==> src/rtl/counter_pkg.sv <==
// Shared constants for the up/down limit counter family: mode encodings,
// default sizes and the prescaler phase-width helper.
package counter_pkg;

  localparam logic MODE_WRAP = 1'b0;
  localparam logic MODE_SAT  = 1'b1;

  localparam int DEFAULT_N        = 8;
  localparam int DEFAULT_PRESCALE = 4;

  // A modulo-1 prescaler still needs a one-bit phase register to stay legal.
  function automatic int phase_width(input int prescale);
    return (prescale > 1) ? $clog2(prescale) : 1;
  endfunction

endpackage

==> src/rtl/counter_prescaler.sv <==
// Modulo-PRESCALE request counter; o_step marks the request that completes a
// full prescale period. Used only when COUNTER_PRESCALER_EN is defined.
module counter_prescaler
  import counter_pkg::*;
#(
  parameter int PRESCALE = DEFAULT_PRESCALE
) (
  input  logic i_clk,
  input  logic i_reset,
  input  logic i_clear,
  input  logic i_req,
  output logic o_step
);

  localparam int              PW   = phase_width(PRESCALE);
  localparam logic [PW-1:0]   LAST = PW'(PRESCALE - 1);

  logic [PW-1:0] r_phase;

  assign o_step = i_req && (r_phase == LAST);

  always_ff @(posedge i_clk) begin
    if (i_reset || i_clear) begin
      r_phase <= '0;
    end else if (i_req) begin
      r_phase <= o_step ? '0 : r_phase + 1'b1;
    end
  end

endmodule

==> src/rtl/updown_limit_counter.sv <==
// Up/down counter bounded to [i_min, i_max] with wrap or saturate at the limits.
// Optional request prescaler is compiled in with COUNTER_PRESCALER_EN.
module updown_limit_counter
  import counter_pkg::*;
#(
  parameter int N        = DEFAULT_N,
  parameter int PRESCALE = DEFAULT_PRESCALE
) (
  input  logic         i_clk,
  input  logic         i_reset,
  input  logic         i_ce,
  input  logic         i_we,
  input  logic [N-1:0] i_data,
  input  logic         i_count_up,
  input  logic         i_count_down,
  input  logic         i_mode,
  input  logic [N-1:0] i_min,
  input  logic [N-1:0] i_max,
  output logic [N-1:0] o_data,
  output logic         o_at_min,
  output logic         o_at_max,
  output logic         o_wrap,
  output logic         o_sat,
  output logic         o_cfg_err
);

  if (N < 2) begin : g_bad_n
    $error("updown_limit_counter: N must be at least 2");
  end
  if (PRESCALE < 1) begin : g_bad_prescale
    $error("updown_limit_counter: PRESCALE must be at least 1");
  end

  logic [N-1:0] r_data;
  logic         r_wrap;
  logic         r_sat;
  logic [N-1:0] w_data_nxt;
  logic         w_wrap_nxt;
  logic         w_sat_nxt;
  logic         w_cfg_err;
  logic         w_req;
  logic         w_valid_req;
  logic         w_step;

  function automatic logic [N-1:0] clamp(input logic [N-1:0] v,
                                         input logic [N-1:0] lo,
                                         input logic [N-1:0] hi);
    if (v < lo) return lo;
    if (v > hi) return hi;
    return v;
  endfunction

  assign w_cfg_err   = (i_min > i_max);
  assign w_req       = i_count_up ^ i_count_down;
  assign w_valid_req = i_ce && !w_cfg_err && !i_we && w_req;

`ifdef COUNTER_PRESCALER_EN
  counter_prescaler #(
    .PRESCALE (PRESCALE)
  ) u_prescaler (
    .i_clk   (i_clk),
    .i_reset (i_reset),
    .i_clear (i_ce && !w_cfg_err && i_we),
    .i_req   (w_valid_req),
    .o_step  (w_step)
  );
`else
  assign w_step = w_valid_req;
`endif

  // Limit compares happen before the +/-1, so the sum never overflows N bits.
  always_comb begin
    w_data_nxt = r_data;
    w_wrap_nxt = 1'b0;
    w_sat_nxt  = 1'b0;
    if (i_ce && !w_cfg_err) begin
      if (i_we) begin
        w_data_nxt = clamp(i_data, i_min, i_max);
      end else if (w_step) begin
        if ((r_data < i_min) || (r_data > i_max)) begin
          w_data_nxt = clamp(r_data, i_min, i_max);
        end else if (i_count_up) begin
          if (r_data == i_max) begin
            if (i_mode == MODE_WRAP) begin
              w_data_nxt = i_min;
              w_wrap_nxt = 1'b1;
            end else begin
              w_sat_nxt = 1'b1;
            end
          end else begin
            w_data_nxt = r_data + 1'b1;
          end
        end else begin
          if (r_data == i_min) begin
            if (i_mode == MODE_WRAP) begin
              w_data_nxt = i_max;
              w_wrap_nxt = 1'b1;
            end else begin
              w_sat_nxt = 1'b1;
            end
          end else begin
            w_data_nxt = r_data - 1'b1;
          end
        end
      end
    end
  end

  always_ff @(posedge i_clk) begin
    if (i_reset) begin
      r_data <= '0;
      r_wrap <= 1'b0;
      r_sat  <= 1'b0;
    end else begin
      r_data <= w_data_nxt;
      r_wrap <= w_wrap_nxt;
      r_sat  <= w_sat_nxt;
    end
  end

  assign o_data    = r_data;
  assign o_wrap    = r_wrap;
  assign o_sat     = r_sat;
  assign o_at_min  = (r_data == i_min);
  assign o_at_max  = (r_data == i_max);
  assign o_cfg_err = w_cfg_err;

endmodule

==> config.mk <==
export PLATFORM = sky130hd
export DESIGN_NAME = updown_limit_counter
export DESIGN_NICKNAME = d
export VERILOG_FILES = /design/src/rtl/counter_pkg.sv /design/src/rtl/counter_prescaler.sv /design/src/rtl/updown_limit_counter.sv
export SDC_FILE = /design/constraint.sdc
export NUM_CORES = 1
export LEC_CHECK = 0
export CORE_MARGIN = 2
export CORE_UTILIZATION = 52
export CTS_CLUSTER_SIZE = 10
export DETAILED_ROUTE_END_ITERATION = 8
export PLACE_DENSITY_LB_ADDON = 0.08
export REMOVE_ABC_BUFFERS = 1
export SETUP_SLACK_MARGIN = 0.02
export SKIP_CTS_REPAIR_TIMING = 1
export SYNTH_ARGS = -nofsm -noshare
export SYNTH_HDL_FRONTEND = slang
export SYNTH_HIERARCHICAL = 1
export SYNTH_SLANG_ARGS = --single-unit
==> constraint.sdc <==
create_clock -name i_clk -period 3.19 [get_ports i_clk]
set_clock_uncertainty 0.2 [all_clocks]
set_input_delay 0.638 -clock i_clk [delete_from_list [all_inputs] [get_ports i_clk]]
set_output_delay 0.638 -clock i_clk [all_outputs]
set_load 0.01 [all_outputs]
==> run summary, run 1 <==
synthesized cell area -> 0.00210 sq mm
fp util -> 53.3%
Peak VDD IR -> 158 uV
Yosys chip area -> 0.00210 sq mm
Latency at later pin -> 0.25 ns
vias in the first global route -> 2442
Non-clock inverters -> 25
# Taps -> 50
largest net degree at the start of global routing -> 17
DRC violations left -> 0
class of the tightest hold or removal check -> reg -> reg
WL met2 -> 4.15 mm
CTS buffer count -> 3
LEAKAGE -> 1.64 nW
Synth Flop Type -> dfxtp_1
Flop area -> 200 sq um
vias per std cell -> 6.57
Total Nets Final -> 470
registers -> 10
TritonCTS clock tree -> done
fin crit period -> 3.23 ns
crit path DAT -> 3.16 ns
max-slew violations -> 0
WS Path Type -> in -> reg
gpl congestion -> 1.01
gr usage total -> 33.1%
failing checks -> setup timing
count of tool warnings -> 26
dominant logic cell types in the final layout -> buf_4, ha_1, clkdlybuf4s50_1
Mean Syn Cell Area -> 7.45 sq um
final-layout non-clock buffer area share -> 30.8%
Worst setup startpoint -> i_max[0]
fmax -> 310 MHz
status -> complete, but fails checks
initial antenna violation count -> 0
Buffers excl. clock -> 122
Comb area -> 0.00199 sq mm
Max Cap Viol -> 0
top routing layer used -> met4
Boundary Pins -> 44
clock root cell -> clkbuf_8
Synth area leader -> ha_1
DRT Pass-1 Iters -> 7
pwr dens -> 265 mW/mm^2
met1 WL -> 3.44 mm
Final setup viols -> 1
PnR worst setup slack -> -0.0377 ns
## run 1: metrics by stage
| stage | setup TNS, ns | area [sq um] | utilization, % |
|---|---|---|---|
| detailed placement | -2.98 | 3080 | 78.2 |
| CTS | -0.949 | 3140 | 79.6 |
| global placement | -2.77 | 3080 | 78.2 |
| floorplan | 0 | 2060 | - |
| finish | -0.0377 | 3460 | 87.9 |
| global route | -0.237 | 3460 | 87.9 |
## run 1: power by group
group          switching (mW)  internal (mW)
Sequential             0.0198          0.135
Combinational           0.297          0.292
Clock                  0.0662          0.109
## run 1: worst min-delay path by stage
stage / to / slack (ns) / depth (start not counted) / from
6_report: o_data[6] / 0.49 / 2 / o_data[6]
5_1_grt: o_data[6] / 0.53 / 2 / o_data[6]
4_1_cts: o_data[7] / 0.45 / 2 / o_data[7]
3_5_place_dp: o_data[7] / 0.43 / 2 / o_data[7]
3_3_place_gp: o_data[7] / 0.42 / 2 / o_data[7]
2_1_floorplan: o_data[7] / 0.37 / 2 / o_data[7]
## run 1: worst max-delay path, cell delays in order
cell and delay (ns):
clkdlybuf4s50_1 0.53, buf_4 0.20, ha_1 0.18, nor2b_2 0.12
o211ai_1 0.13, a211oi_2 0.35, nor2_2 0.11, buf_4 0.17
o21ai_0 0.18, o221ai_1 0.16, a311oi_1 0.38
## run 1: state kept, by name (all words and copies together) (netlist names)
name / cells
o_data: 8
o_sat: 1
o_wrap: 1
## run 1: cells by family (layout without fill, tap and decap cells)
family | count (synthesis) | after routing | share of synthesized area (%)
fa+ha+maj | 41 | 41 | 24.4
compound gates | 97 | 97 | 32.3
flops | 10 | 10 | 9.52
buf+inv | 36 | 151 | 6.67
xor+xnor | 12 | 12 | 5.00
simple gates | 82 | 82 | 20.2
mux | 4 | 4 | 1.96
run_1/met1.png
Supply wires on this layer in grey.
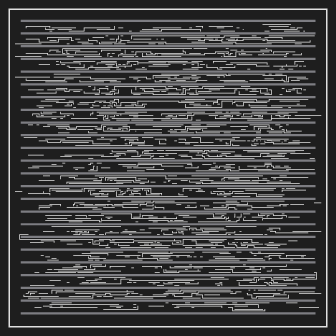
longest straight run = 27.6 um
share of all routed wire = 39%
wire length on this layer = 3440 um
nets with wire on the layer = 422
DR vias: 2937
Post-Route WL: 8.76 mm

run_1/met2.png
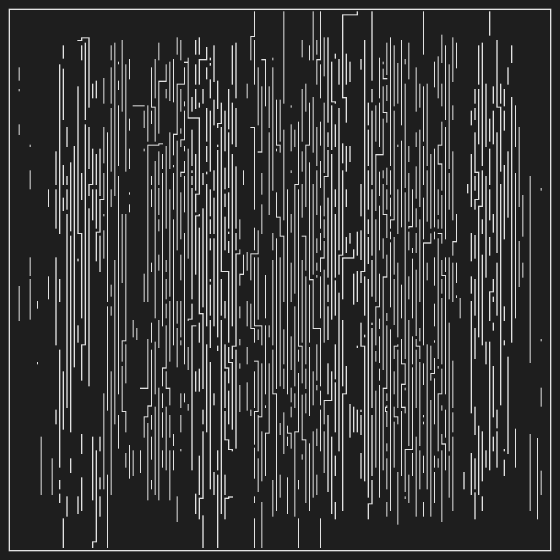
wire length on this layer = 4150 um
main direction = vertical
longest straight run = 30.6 um

run_1/met3.png
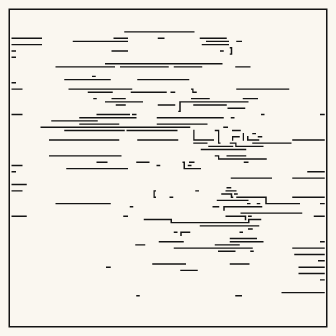
share of all routed wire = 8.4%
longest straight run = 31.7 um
main direction = horizontal
nets with wire on the layer = 102

==> inputs of run 2 (changes only) <==
--- a/config.mk
+++ b/config.mk
@@ -5,8 +5,10 @@
 export SDC_FILE = /design/constraint.sdc
 export NUM_CORES = 1
 export LEC_CHECK = 0
+export CELL_PAD_IN_SITES_DETAIL_PLACEMENT = 1
+export CELL_PAD_IN_SITES_GLOBAL_PLACEMENT = 2
 export CORE_MARGIN = 2
-export CORE_UTILIZATION = 52
+export CORE_UTILIZATION = 29
 export CTS_CLUSTER_SIZE = 10
 export DETAILED_ROUTE_END_ITERATION = 8
 export PLACE_DENSITY_LB_ADDON = 0.08
==> run 2 against run 1 <==
Compared with the run above:
- the flow now finishes without violations
- register-to-register slack better by 0.05 ns
- synthesized cell count unchanged
- count of clock-buffer cells in the layout did not move
- critical endpoint is now o_data[4]
- sequential share of layout area shrank 0.084 points
- critical path type unchanged
- clock power decreased by 3%
- fmax is 5.7% higher
- via count shrank 8.8%
- die area up 74%
- highest routed layer unchanged
- global-route usage down 10 points
- non-clock buffer count increased by 2
- setup slack better by 0.17 ns
- first-iteration DRC count decreased by 79%
==> run summary, run 2 <==
Top non-seq family -> AND-OR/OR-AND gates
Top cell by count, worst path -> a311o_1
fin crit period -> 3.06 ns (-0.173 ns)
Mean Syn Cell Area -> 7.45 sq um (unchanged)
Boundary Pins -> 44 (unchanged)
crit path DAT -> 3.02 ns (-0.14 ns)
pwr dens -> 259 mW/mm^2 (-2.4%)
Sw Share -> 41.1% (-0.61 points)
sequential share of power -> 17.1% (+0.3 points)
WS Path Type -> in -> reg
Mux area share -> 1.96% (unchanged)
Max Cap Viol -> 0 (unchanged)
Largest register FFs -> 8 (unchanged)
delay-heaviest family, CP -> AND-OR/OR-AND gates
area fraction in compound gates after synthesis -> 32.3% (unchanged)
Synth Flop Type -> dfxtp_1
Finished Cell Area -> 0.00352 sq mm (+1.5%)
status -> complete, no violations
CTS buffer count -> 3 (unchanged)
Switch Pwr -> 0.374 mW (-2.4%)
Yosys chip area -> 0.00210 sq mm (unchanged)
CP max stage delay -> 0.43 ns (-0.10 ns)
vias in the first global route -> 2701 (+11%)
Peak VDD IR -> 129 uV (-18%)
Total Nets Final -> 473 (+0.64%)
initial antenna violation count -> 0 (unchanged)
DRC violations left -> 0 (unchanged)
run 2: tightest hold or removal path, delay by kind of cell, from the launching register on:
family          cells  cell delay [ns]
simple gates        1             0.15
flops               1             0.41
compound gates      1             0.05
run 2: logic make-up after synthesis:
kind of cell	Yosys count
AND-OR/OR-AND	97
AND/OR/NAND/NOR	82
adder cells (fa/ha/maj)	41
buffers and inverters	36
XOR/XNOR	12
flip-flops	10
multiplexers	4
run 2: layout make-up:
| cell class | count | area (sq um) |
|---|---|---|
| sequential | 10 | 200 |
| fill | 879 | 3620 |
| tap | 99 | 124 |
| clock buffer | 4 | 55.1 |
| multi-input combinational | 237 | 1950 |
| inverter | 25 | 93.8 |
| timing repair buffer | 124 | 1090 |
run 2: power groups by stage:
stage / clock [mW] / sequential (mW) / combinational, mW
finish: 0.171 / 0.156 / 0.584
global route: 0.178 / 0.156 / 0.640
floorplan: 0 / 0.162 / 0.259
detailed placement: 0 / 0.156 / 0.531
CTS: 0.173 / 0.153 / 0.534
global placement: 0 / 0.156 / 0.522
run 2: path summary, 6_finish.rpt:
path         startpoint   endpoint  cells past startpoint
max            i_min[7]  o_data[4]                     10
min           o_data[1]  o_data[1]                      2
max reg2reg   o_data[3]  o_data[4]                      7
min reg2reg   o_data[1]  o_data[1]                      2
run 2: metal layers:
| layer | track usage, % | vias to the layer above | share of wire, % |
|---|---|---|---|
| met5 | 0 | - | 0 |
| met4 | 4.07 | 0 | 1.2 |
| met3 | 2.59 | 8 | 3.3 |
| met2 | 41.9 | 56 | 51 |
| met1 | 29.2 | 1290 | 45 |
| li1 | - | 1325 | - |
run_2/met3.png
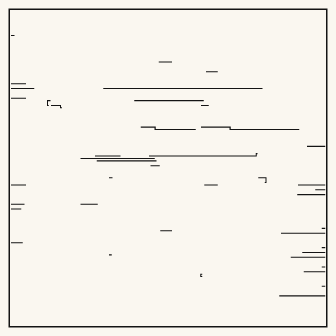
share of all routed wire = 3.3%
nets with wire on the layer = 37
main direction = horizontal
longest straight run = 44.6 um
wire length on this layer = 315 um

run_2/wire_density.png
The bar under the picture is 20 um long. 18 x 18 tiles, from dark purple (low) to yellow (high), scaled to the fullest tile. Values are wire area over tile area, all layers added.
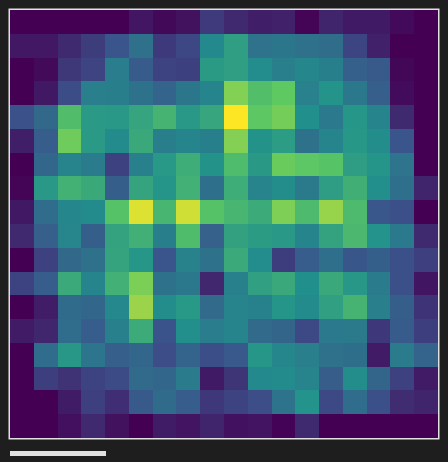
densest ninth of the die = centre
fullest tile = 0.53
mean over tiles = 0.18
WL per Instance: 19.1 um
Post-Route WL: 9.55 mm
gr usage total: 22.9%

==> inputs of run 3 (changes only) <==
--- a/config.mk
+++ b/config.mk
@@ -8,7 +8,8 @@
 export CELL_PAD_IN_SITES_DETAIL_PLACEMENT = 1
 export CELL_PAD_IN_SITES_GLOBAL_PLACEMENT = 2
 export CORE_MARGIN = 2
-export CORE_UTILIZATION = 29
+export CORE_UTILIZATION = 30
+export CTS_BUF_LIST = sky130_fd_sc_hd__clkbuf_2 sky130_fd_sc_hd__clkbuf_4 sky130_fd_sc_hd__clkbuf_8
 export CTS_CLUSTER_SIZE = 10
 export DETAILED_ROUTE_END_ITERATION = 8
 export PLACE_DENSITY_LB_ADDON = 0.08
==> run 3 against run 2 <==
Compared with the run above:
- via count fell by 1.3%
- fmax shrank 0.91%
- non-clock buffer count decreased by 5
- first-iteration DRC count down 16%
- design area rose by 0.32%
- setup slack got worse by 0.028 ns
- core utilization is 2.7 points higher
- combinational power rose by 0.7%
- global-route usage rose by 0.30 points
- sequential share of layout area about the same
- total power decreased by 0.29%
- critical path type is now in -> out
==> run summary, run 3 <==
status -> complete, no violations
CP max stage delay -> 0.49 ns (+0.06 ns)
largest net degree at the start of global routing -> 15
Boundary Pins -> 44 (unchanged)
TritonCTS clock tree -> done
Synth Seq Share -> 9.52%
Synth Flop Type -> dfxtp_1
Die ar. -> 0.00769 sq mm
sequential share of power -> 16.8% (-0.3 points)
count leader, synth -> ha_1
Sequential Power -> 0.153 mW (about the same)
ANT nets after route -> 0
ys cells -> 282
vias in the first global route -> 2708 (+0.26%)
WL per Instance -> 18.7 um (-2.1%)
clock network power -> 0.167 mW (-2%)
clock root cell -> clkbuf_8
Area leader share -> 24.4%
Clock Tree Buf Depth -> 2
pwr dens -> 257 mW/mm^2 (-0.61%)
post-synthesis cell count -> 282
Max Cap Viol -> 0 (unchanged)
first-pass GRT wire length -> 13.7 mm
R2R Setup Slk -> 0.33 ns
Comb. pwr -> 0.588 mW (+0.7%)
Switch Pwr -> 0.370 mW (-1.0%)
Post-Route WL -> 9.20 mm (-3.7%)
Mean Syn Cell Area -> 7.45 sq um (unchanged)
Setup crit end kind -> output pin
gr usage total -> 23.2% (+0.30 points)
crit path DAT -> 2.25 ns (-0.77 ns)
Post-synth ARST share -> 0%
count of tool warnings -> 27
Clock Power Share -> 18.4%
Total Nets Final -> 468 (-1.1%)
fin crit period -> 3.08 ns (+0.0281 ns)
Syn-to-layout area delta -> 67.8%
initial antenna violation count -> 0 (unchanged)
Diodes inserted -> 0
Top cells by area -> ha_1, dfxtp_1, a21oi_1
dominant logic cell types in the final layout -> buf_4, ha_1, clkdlybuf4s50_1
Sw Share -> 40.8% (-0.31 points)
WS Path Type -> in -> out
Yosys chip area -> 0.00210 sq mm (unchanged)
Largest register FFs -> 8 (unchanged)
DRC violations left -> 0 (unchanged)
dominant power group -> combinational logic
DR iter-0 viols -> 66
Peak VDD IR -> 143 uV (+11%)
CP Data Required Time -> 2.35 ns
run 3: worst paths after layout:
| kind | start | to | cells after the start |
|---|---|---|---|
| setup reg to reg | o_data[1] | o_data[4] | 8 |
| setup / recovery | i_max[2] | o_cfg_err | 8 |
| hold reg to reg | o_data[2] | o_data[2] | 2 |
| hold / removal | o_data[2] | o_data[2] | 2 |
run 3: cell families (layout without fill, tap and decap cells):
group	after synthesis	after routing	share of synthesized area (%)
buffers and inverters	36	148	6.67
and+or+nand+nor	82	82	20.2
muxes	4	4	1.96
AOI/OAI and AO/OA	97	98	32.3
DFF	10	10	9.52
adders and majority gates	41	41	24.4
xor gates and xnor gates	12	12	5.00
run 3: final cells by class:
type / instances / area, sq um
Tap cell: 96 / 120
Sequential cell: 10 / 200
Inverter: 25 / 93.8
Clock buffer: 4 / 55.1
Fill cell: 825 / 3270
Timing Repair Buffer: 119 / 1040
Multi-Input combinational cell: 237 / 2020
run 3: through the flow:
stage	setup WS (ns)	std cells	cell area, sq um	power [mW]	hold WS (ns)
after floorplan	0.209	271	2060	0.421	0.370
after global placement	-0.409	480	3130	0.673	0.331
after detailed placement	-0.368	480	3130	0.683	0.351
after CTS	-0.367	484	3190	0.849	0.359
after global routing	0.00126	491	3530	0.977	0.439
final	0.107	491	3530	0.908	0.380
run 3: critical path, delay by kind of cell:
| kind | cells | cell delay [ns] |
|---|---|---|
| simple gates | 3 | 0.30 |
| compound gates | 1 | 0.31 |
| buf+inv | 3 | 0.69 |
| fa+ha+maj | 1 | 0.30 |
run 3: per-layer routing:
layer / routed length [um] / track usage [%]
met1: 4250 / 30.5
met3: 233 / 2.45
met2: 4570 / 41.2
met4: 140 / 4.62
met5: 0 / 0
run_3/met2.png
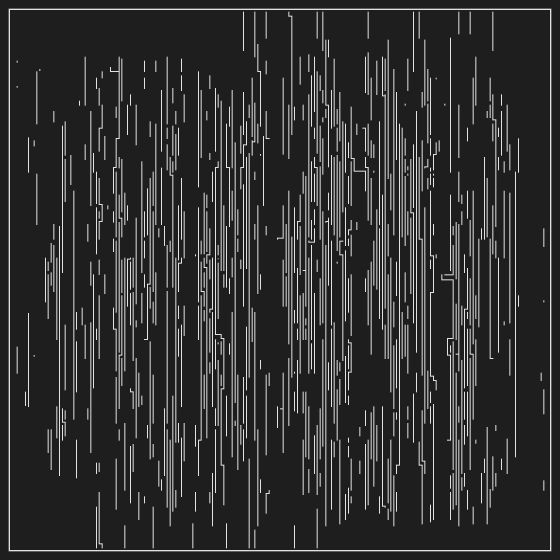
main direction = vertical
wire length on this layer = 4570 um
longest straight run = 55.4 um
share of all routed wire = 50%

run_3/final_clocks.png
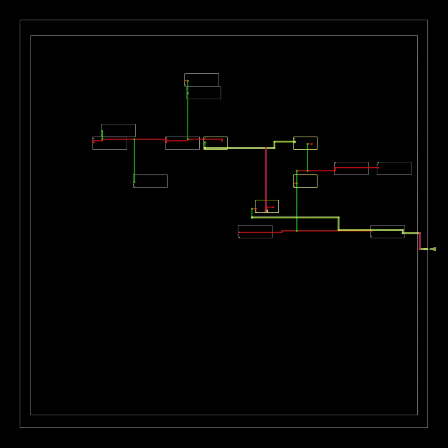
clock sink count: 10
CTS buffer count: 3
registers: 10
Latency at later pin: 0.24 ns

No activity file was given, so power comes from the tool's default toggle rates.
